`src/rtl/btn_cond.sv`:
```
// -----------------------------------------------------------------------------
// btn_cond -- front-panel input conditioner for the step sequencer.
//
// Each raw panel input is synchronised (two flops), debounced independently,
// and turned into clean clk-domain commands for the sequencer core:
//   * a debounced edit/play mode level (mode_edit)
//   * one-cycle cursor move pulses with auto-repeat while a single
//     direction button is held
//   * one-cycle set / clear cell pulses (clear wins over set)
// All command pulses are suppressed while the panel is in play mode.
//
// Ports
//   clk       in   system clock (27 MHz)
//   rst       in   asynchronous reset, active low
//   btn[3:0]  in   raw direction buttons, active low
//                  btn[3]=x+1, btn[2]=y-1, btn[1]=y+1, btn[0]=x-1
//   btn3      in   raw mode switch, 1=edit, 0=play
//   Abtn      in   raw set button, active low
//   Bbtn      in   raw clear button, active low
//   mode_edit out  debounced btn3 level
//   x_inc     out  one-cycle move pulse, x+1
//   x_dec     out  one-cycle move pulse, x-1
//   y_inc     out  one-cycle move pulse, y+1
//   y_dec     out  one-cycle move pulse, y-1
//   set_cell  out  one-cycle set pulse
//   clr_cell  out  one-cycle clear pulse
// -----------------------------------------------------------------------------
module btn_cond #(
    parameter int DEB_CYCLES = 270000,
    parameter int REP_DELAY  = 13500000,
    parameter int REP_PERIOD = 2700000
) (
    input  logic       clk,
    input  logic       rst,
    input  logic [3:0] btn,
    input  logic       btn3,
    input  logic       Abtn,
    input  logic       Bbtn,
    output logic       mode_edit,
    output logic       x_inc,
    output logic       x_dec,
    output logic       y_inc,
    output logic       y_dec,
    output logic       set_cell,
    output logic       clr_cell
);

    // Bit layout of the packed input vector:
    //   [3:0] direction buttons, [4] Abtn, [5] Bbtn, [6] btn3
    localparam int NIN  = 7;
    localparam int IA   = 4;
    localparam int IB   = 5;
    localparam int IM   = 6;
    localparam int DCW  = $clog2(DEB_CYCLES) + 1;
    localparam int RMAX = (REP_DELAY > REP_PERIOD) ? REP_DELAY : REP_PERIOD;
    localparam int RCW  = $clog2(RMAX) + 1;

    // Buttons idle high (released); the mode switch idles in play (0).
    localparam logic [NIN-1:0] RST_VAL  = 7'b0111111;
    localparam logic [DCW-1:0] DEB_LAST = DCW'(DEB_CYCLES - 1);
    localparam logic [RCW-1:0] DLY_LAST = RCW'(REP_DELAY - 1);
    localparam logic [RCW-1:0] PER_LAST = RCW'(REP_PERIOD - 1);

    typedef enum logic [1:0] {
        S_IDLE = 2'd0,
        S_WAIT = 2'd1,
        S_RPT  = 2'd2
    } rep_state_t;

    // A direction vector is "single" when exactly one button is held.
    function automatic logic is_single(input logic [3:0] d);
        logic s;
        case (d)
            4'b1110, 4'b1101, 4'b1011, 4'b0111: s = 1'b1;
            default:                            s = 1'b0;
        endcase
        return s;
    endfunction

    logic [NIN-1:0]           raw;
    logic [NIN-1:0]           sync_p0;
    logic [NIN-1:0]           sync_p1;
    logic [NIN-1:0]           stab;
    logic [NIN-1:0]           stab_nxt;
    logic [NIN-1:0][DCW-1:0]  deb_cnt;
    logic [NIN-1:0][DCW-1:0]  deb_cnt_nxt;

    rep_state_t               state;
    rep_state_t               state_nxt;
    logic [RCW-1:0]           rc;
    logic [RCW-1:0]           rc_nxt;

    logic [3:0]               dir;
    logic [3:0]               dir_nxt;
    logic                     dir_chg;
    logic                     fresh_press;
    logic                     mode_nxt;
    logic                     a_press;
    logic                     b_press;
    logic [3:0]               mv_nxt;
    logic                     set_nxt;
    logic                     clr_nxt;

    assign raw = {btn3, Bbtn, Abtn, btn};

    // ---- stage p0/p1: two-flop synchroniser -------------------------------
    always_ff @(posedge clk or negedge rst) begin
        if (!rst) begin
            sync_p0 <= RST_VAL;
            sync_p1 <= RST_VAL;
        end else begin
            sync_p0 <= raw;
            sync_p1 <= sync_p0;
        end
    end

    // ---- debounce: count consecutive disagreeing cycles per input ---------
    always_comb begin
        stab_nxt    = stab;
        deb_cnt_nxt = '0;
        for (int i = 0; i < NIN; i++) begin
            if (sync_p1[i] != stab[i]) begin
                if (deb_cnt[i] == DEB_LAST) begin
                    stab_nxt[i] = sync_p1[i];
                end else begin
                    deb_cnt_nxt[i] = deb_cnt[i] + DCW'(1);
                end
            end
        end
    end

    always_ff @(posedge clk or negedge rst) begin
        if (!rst) begin
            stab    <= RST_VAL;
            deb_cnt <= '0;
        end else begin
            stab    <= stab_nxt;
            deb_cnt <= deb_cnt_nxt;
        end
    end

    assign mode_edit = stab[IM];

    // Events are derived from the value the stable register is about to take,
    // so each command pulse is registered on the same edge as the stable
    // change and gating follows the mode level of the pulse's own cycle.
    assign mode_nxt = stab_nxt[IM];
    assign dir      = stab[3:0];
    assign dir_nxt  = stab_nxt[3:0];
    assign dir_chg  = (dir_nxt != dir);
    assign a_press  = stab[IA] & ~stab_nxt[IA];
    assign b_press  = stab[IB] & ~stab_nxt[IB];

    // A new single direction only counts as a press when its own button just
    // went down; dropping back from two buttons to one is not a press.
    assign fresh_press = is_single(dir_nxt) & (|(dir & ~dir_nxt));

    // Clear wins: set requires the clear button to be (and stay) released.
    assign set_nxt = mode_nxt & a_press & stab_nxt[IB];
    assign clr_nxt = mode_nxt & b_press;

    // ---- auto-repeat FSM ---------------------------------------------------
    always_comb begin
        state_nxt = state;
        rc_nxt    = rc;
        mv_nxt    = '0;
        if (!mode_nxt) begin
            state_nxt = S_IDLE;
            rc_nxt    = '0;
        end else begin
            case (state)
                S_IDLE: begin
                    if (dir_chg && fresh_press) begin
                        mv_nxt    = ~dir_nxt;
                        rc_nxt    = '0;
                        state_nxt = S_WAIT;
                    end
                end
                S_WAIT: begin
                    if (dir_chg) begin
                        state_nxt = S_IDLE;
                        rc_nxt    = '0;
                    end else if (rc == DLY_LAST) begin
                        mv_nxt    = ~dir;
                        rc_nxt    = '0;
                        state_nxt = S_RPT;
                    end else begin
                        rc_nxt = rc + RCW'(1);
                    end
                end
                S_RPT: begin
                    if (dir_chg) begin
                        state_nxt = S_IDLE;
                        rc_nxt    = '0;
                    end else if (rc == PER_LAST) begin
                        mv_nxt = ~dir;
                        rc_nxt = '0;
                    end else begin
                        rc_nxt = rc + RCW'(1);
                    end
                end
                default: begin
                    state_nxt = S_IDLE;
                    rc_nxt    = '0;
                end
            endcase
        end
    end

    always_ff @(posedge clk or negedge rst) begin
        if (!rst) begin
            state <= S_IDLE;
            rc    <= '0;
        end else begin
            state <= state_nxt;
            rc    <= rc_nxt;
        end
    end

    // ---- output registers --------------------------------------------------
    always_ff @(posedge clk or negedge rst) begin
        if (!rst) begin
            x_inc    <= 1'b0;
            y_dec    <= 1'b0;
            y_inc    <= 1'b0;
            x_dec    <= 1'b0;
            set_cell <= 1'b0;
            clr_cell <= 1'b0;
        end else begin
            x_inc    <= mv_nxt[3];
            y_dec    <= mv_nxt[2];
            y_inc    <= mv_nxt[1];
            x_dec    <= mv_nxt[0];
            set_cell <= set_nxt;
            clr_cell <= clr_nxt;
        end
    end

endmodule

```
`config.mk`:
```
export PLATFORM = sky130hd
export DESIGN_NAME = btn_cond
export DESIGN_NICKNAME = d
export VERILOG_FILES = /design/src/rtl/btn_cond.sv
export SDC_FILE = /design/constraint.sdc
export NUM_CORES = 1
export LEC_CHECK = 0
export CORE_ASPECT_RATIO = 1.1
export CORE_MARGIN = 2
export CORE_UTILIZATION = 57
export DETAILED_ROUTE_END_ITERATION = 16
export HOLD_SLACK_MARGIN = 0.08
export PLACE_DENSITY = 0.77
export SYNTH_ARGS = -nofsm -noshare
export SYNTH_HDL_FRONTEND = slang
export SYNTH_SLANG_ARGS = --single-unit
```
`constraint.sdc`:
```
create_clock -name clk -period 2.9 [get_ports clk]
set_clock_uncertainty 0.1 [all_clocks]
set_input_delay 0.435 -clock clk [delete_from_list [all_inputs] [get_ports clk]]
set_output_delay 0.435 -clock clk [all_outputs]
set_load 0.03 [all_outputs]
```
==> impl_metrics.py <==
# Generated from Yosys and OpenROAD reports
metrics = {
    "logic_synthesis": {
        "ys_sh_simple": 0.252,
        "top_area_frac": 0.448,
        "top_area_cell": "dfrtp_1",
        "top_cells_by_count": "dfrtp_1, nor2_1, nand2_1, xor2_1, nand3_1",
        "synth_nets": 1001,
        "synthTopCellsByArea": "dfrtp_1, xor2_1, nor2_1",
        "synth_cell_type_count": 66,
        "synth.most_common_cell": "dfrtp_1",
        "synthMuxAreaShare": 0.00331,
        "ys_async_sr_fraction": 1.00,
        "ys_seq_share": 0.496,
        "edf_count": 0,
        "yosys_cells": 978,
        "ys_area_um2": 9830,
        "yosys_warnings": 0,
        "xor_area_frac": 0.107,
        "ys.flops": 194,
        "adder_share": 0.0178,
        "syn-instance-count": 978,
        "syn_area_per_cell_um2": 10.1,
        "synthAoiAreaFrac": 0.103,
        "flop_cell": "dfrtp_1",
    },
    "layout": {
        "mi_logic_area_um2": 4890,
        "fin_cells": 1286,
        "syn_to_final_growth_pct": 16.7,
        "fin_util": 0.677,
        "nNetsFinal": 1062,
        "seq_area_um2": 4880,
        "fill_cells": 1253,
        "n_antenna_cell": 0,
        "drive_gt1_frac": 0.152,
    },
    "global_routing": {
        "grt_usage": 0.223,
        "grt_pass1_vias": 7117,
        "grt_start_max_net_pins": 76,
        "grt_pass1_wl_um": 32900,
        "antenna_found_initial": 0,
        "overflow": 0,
    },
    "worst_setup_path": {
        "timing.rr.start": "deb_cnt[16]$_DFF_PN0_",
        "startpoint_type": "flop",
        "critPathMaxFanout": 6,
        "cp.required_ns": 3.16,
        "cpMaxStageDelayCell": "dfrtp_1",
        "endpoint_kind": "flop",
        "r2r_slack_ns": 0.02,
        "ff2ff_path_depth": 13,
        "path_cells": "nor4b_4 -> and4_4 -> nand3_2 -> nand2_2 -> inv_2 -> ha_4 -> o31ai_2 -> a211o_4 -> nor4_4 -> buf_6 -> buf_12 -> a41oi_2 -> a31oi_4",
        "r2r_end": "rc[15]$_DFFE_PN0P_",
        "cp-startpoint": "deb_cnt[16]$_DFF_PN0_",
        "max_stage_delay_ns": 0.41,
        "cpLargestDelayFamily": "simple AND/OR/NAND/NOR gates",
    },
    "floorplanning": {
        "die-width_um": 129,
        "io_pins": 16,
        "design.core.area_um2": 17000,
        "initial_core_util": 0.580,
        "dieArea_um2": 18300,
        "core.rowCount": 50,
    },
    "routing": {
        "drc": 0,
        "num_vias": 7184,
        "ant_nets": 0,
        "drt_iter0_drc": 415,
        "wirelength_um": 19600,
        "viasPerCell": 5.59,
        "firstDrtPassIters": 5,
    },
    "hold_path": {
        "min_path_type": "reg -> reg",
        "whs_path_depth": 0,
        "hold_end": "sync_p1[3]$_DFF_PN1_",
        "hold_start": "sync_p0[3]$_DFF_PN1_",
    },
    "sta": {
        "worstMarginPinSlew_ns": 0.653,
        "max_freq_mhz": 347,
        "fin_crit_ns": 2.88,
        "hold_viol": 0,
        "rsz0062_at_grt": "true",
        "setup_viol": 0,
        "tns_ns": 0,
        "finalClockPeriodUsage": 0.994,
        "hold_slack_ns": 0.254,
        "setup_slack_ns": 0.0182,
        "final_max_slew_viol_count": 0,
        "relSlewSlack": 0.564,
    },
    "pwr": {
        "maxPowerGroup": "registers",
        "powerComb_mw": 0.157,
        "pg_seq_mw": 2.77,
        "switching_share": 0.214,
        "p_clk_frac": 0.466,
        "clock_net_power_mw": 2.56,
        "p_sw_mw": 1.17,
        "max-vdd-ir-drop_uv": 398,
        "p_per_area_nw_per_um2": 478,
        "power.internal_mw": 4.31,
        "p_leak_nw": 4.80,
        "p_seq_frac": 0.505,
        "combPwrFrac": 0.029,
    },
    "clock_tree": {
        "cts_tree": "done",
        "postCtsSetupRepairBufs": 0,
        "clk_path_buf_depth": 2,
        "root_buffer": "clkbuf_16",
        "holdBufCountCts": 1,
        "insertion_delay_ns": 0.44,
        "cts_num_sinks": 194,
        "clk_pin_slew_ns": 0.07,
        "htreeDepth": 4,
        "cts_repair_resize_count": 11,
    },
    "job": {
        "warnings": 31,
        "max-cap-violations": 0,
    },
    "placed_design": {
        "place_inst": 1244,
        "gp_congestion": 0.842,
        "dpl.hpwl_um": 12900,
        "pre_cts_ws_ns": -0.172,
        "port_buffers": 15,
    },
    "run_status": {
        "outcome": "finished, final reports clean",
    },
}
-- worst max path at each step --
stage | to | slack (ns) | cells after the start
floorplan | rc[5]$_DFFE_PN0P_ | 0.02 | 11
global placement | rc[2]$_DFFE_PN0P_ | -0.07 | 11
finish | rc[15]$_DFFE_PN0P_ | 0.02 | 13
detailed placement | rc[16]$_DFFE_PN0P_ | -0.17 | 11
global route | rc[15]$_DFFE_PN0P_ | -0.08 | 13
CTS | rc[15]$_DFFE_PN0P_ | 0.001 | 12
-- placed cells by master (no fill, tap or decap), types with 19 or more instances in the layout --
cell type  count
buf_4         41
nand2_1       82
a31oi_4       20
xor2_1        83
nand3_1       77
and3_1        38
xnor2_1       37
dfrtp_1      176
clkbuf_16     20
a21oi_1       28
inv_1         19
nor2_1       167
nand4_1       27
-- area by class of cell --
class,instances,share of cell area
Clock inverter,11,0.0153
Multi-Input combinational cell,738,0.426
Sequential cell,194,0.425
Timing Repair Buffer,68,0.0607
Clock buffer,21,0.0410
Inverter,20,0.00654
Tap cell,234,0.0255
-- metrics by stage --
| stage | power (mW) | area (um2) |
|---|---|---|
| final | 5.49 | 11500 |
| after global routing | 5.68 | 11500 |
| after CTS | 5.52 | 11300 |
| after detailed placement | 2.98 | 10600 |
| after global placement | 2.98 | 10600 |
| after floorplan | 2.89 | 9870 |
-- registers in the layout, indices dropped and copies added, names as in the netlist --
name and flops:
y_dec 1, rc 25, x_inc 1, state 2, deb_cnt 140, clr_cell 1, x_dec 1, stab 7
sync_p1 7, y_inc 1, set_cell 1, sync_p0 7
-- layer usage --
layer  part of all wire  routed length (um)  GRT usage  up-vias
met4              0.020                 401     0.0881        0
met1               0.46                8920      0.300     3493
met3              0.036                 707     0.0377       29
li1                   -                   -          -     3537
met5                  0                   0          0        -
met2               0.49                9570      0.360      125
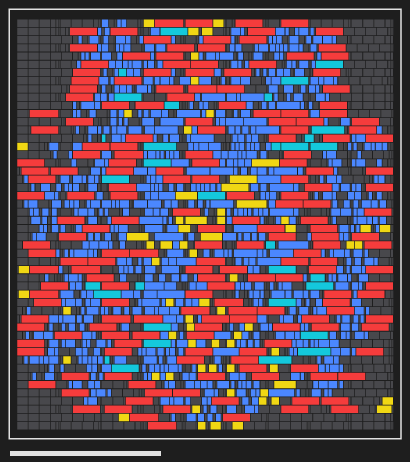
class_map.png
The bar under the picture is 50 um long. Fill, decap, tap and diode cells in gray.
legend:
  blue:
    class: remaining logic cells
    cells: 758
    share_of_their_area: 44%
  red:
    class: registers
    cells: 194
    share_of_their_area: 44%
  cyan:
    class: clock drivers and dummy loads
    cells: 32
    share_of_their_area: 5.8%
  yellow:
    class: remaining buffers and delay cells
    cells: 68
    share_of_their_area: 6.2%

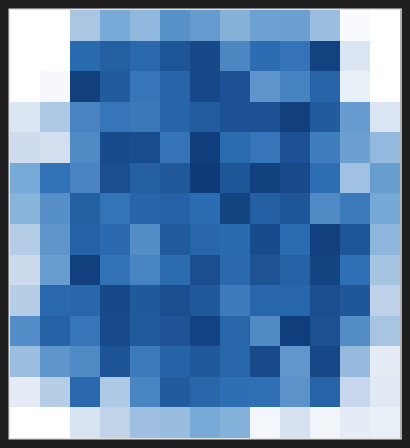
util_map.png
13 x 14 tiles, from white (low) to dark blue (high), 0 to 100% covered.
nearly empty tiles: 5.5%
densest ninth of the die: center
tiles over 75% full: 46%
mean over tiles: 61%
fullest tile: 96%
emptiest ninth of the die: upper left

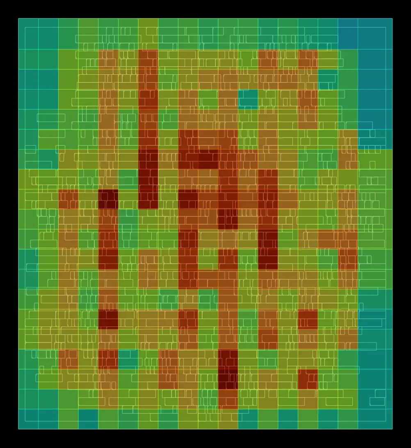
congestion_map.png
met2 usage: 0.360
DR WL/cell: 15.2 um

Power figures rest on the tool's default switching activity, not on a simulated workload.
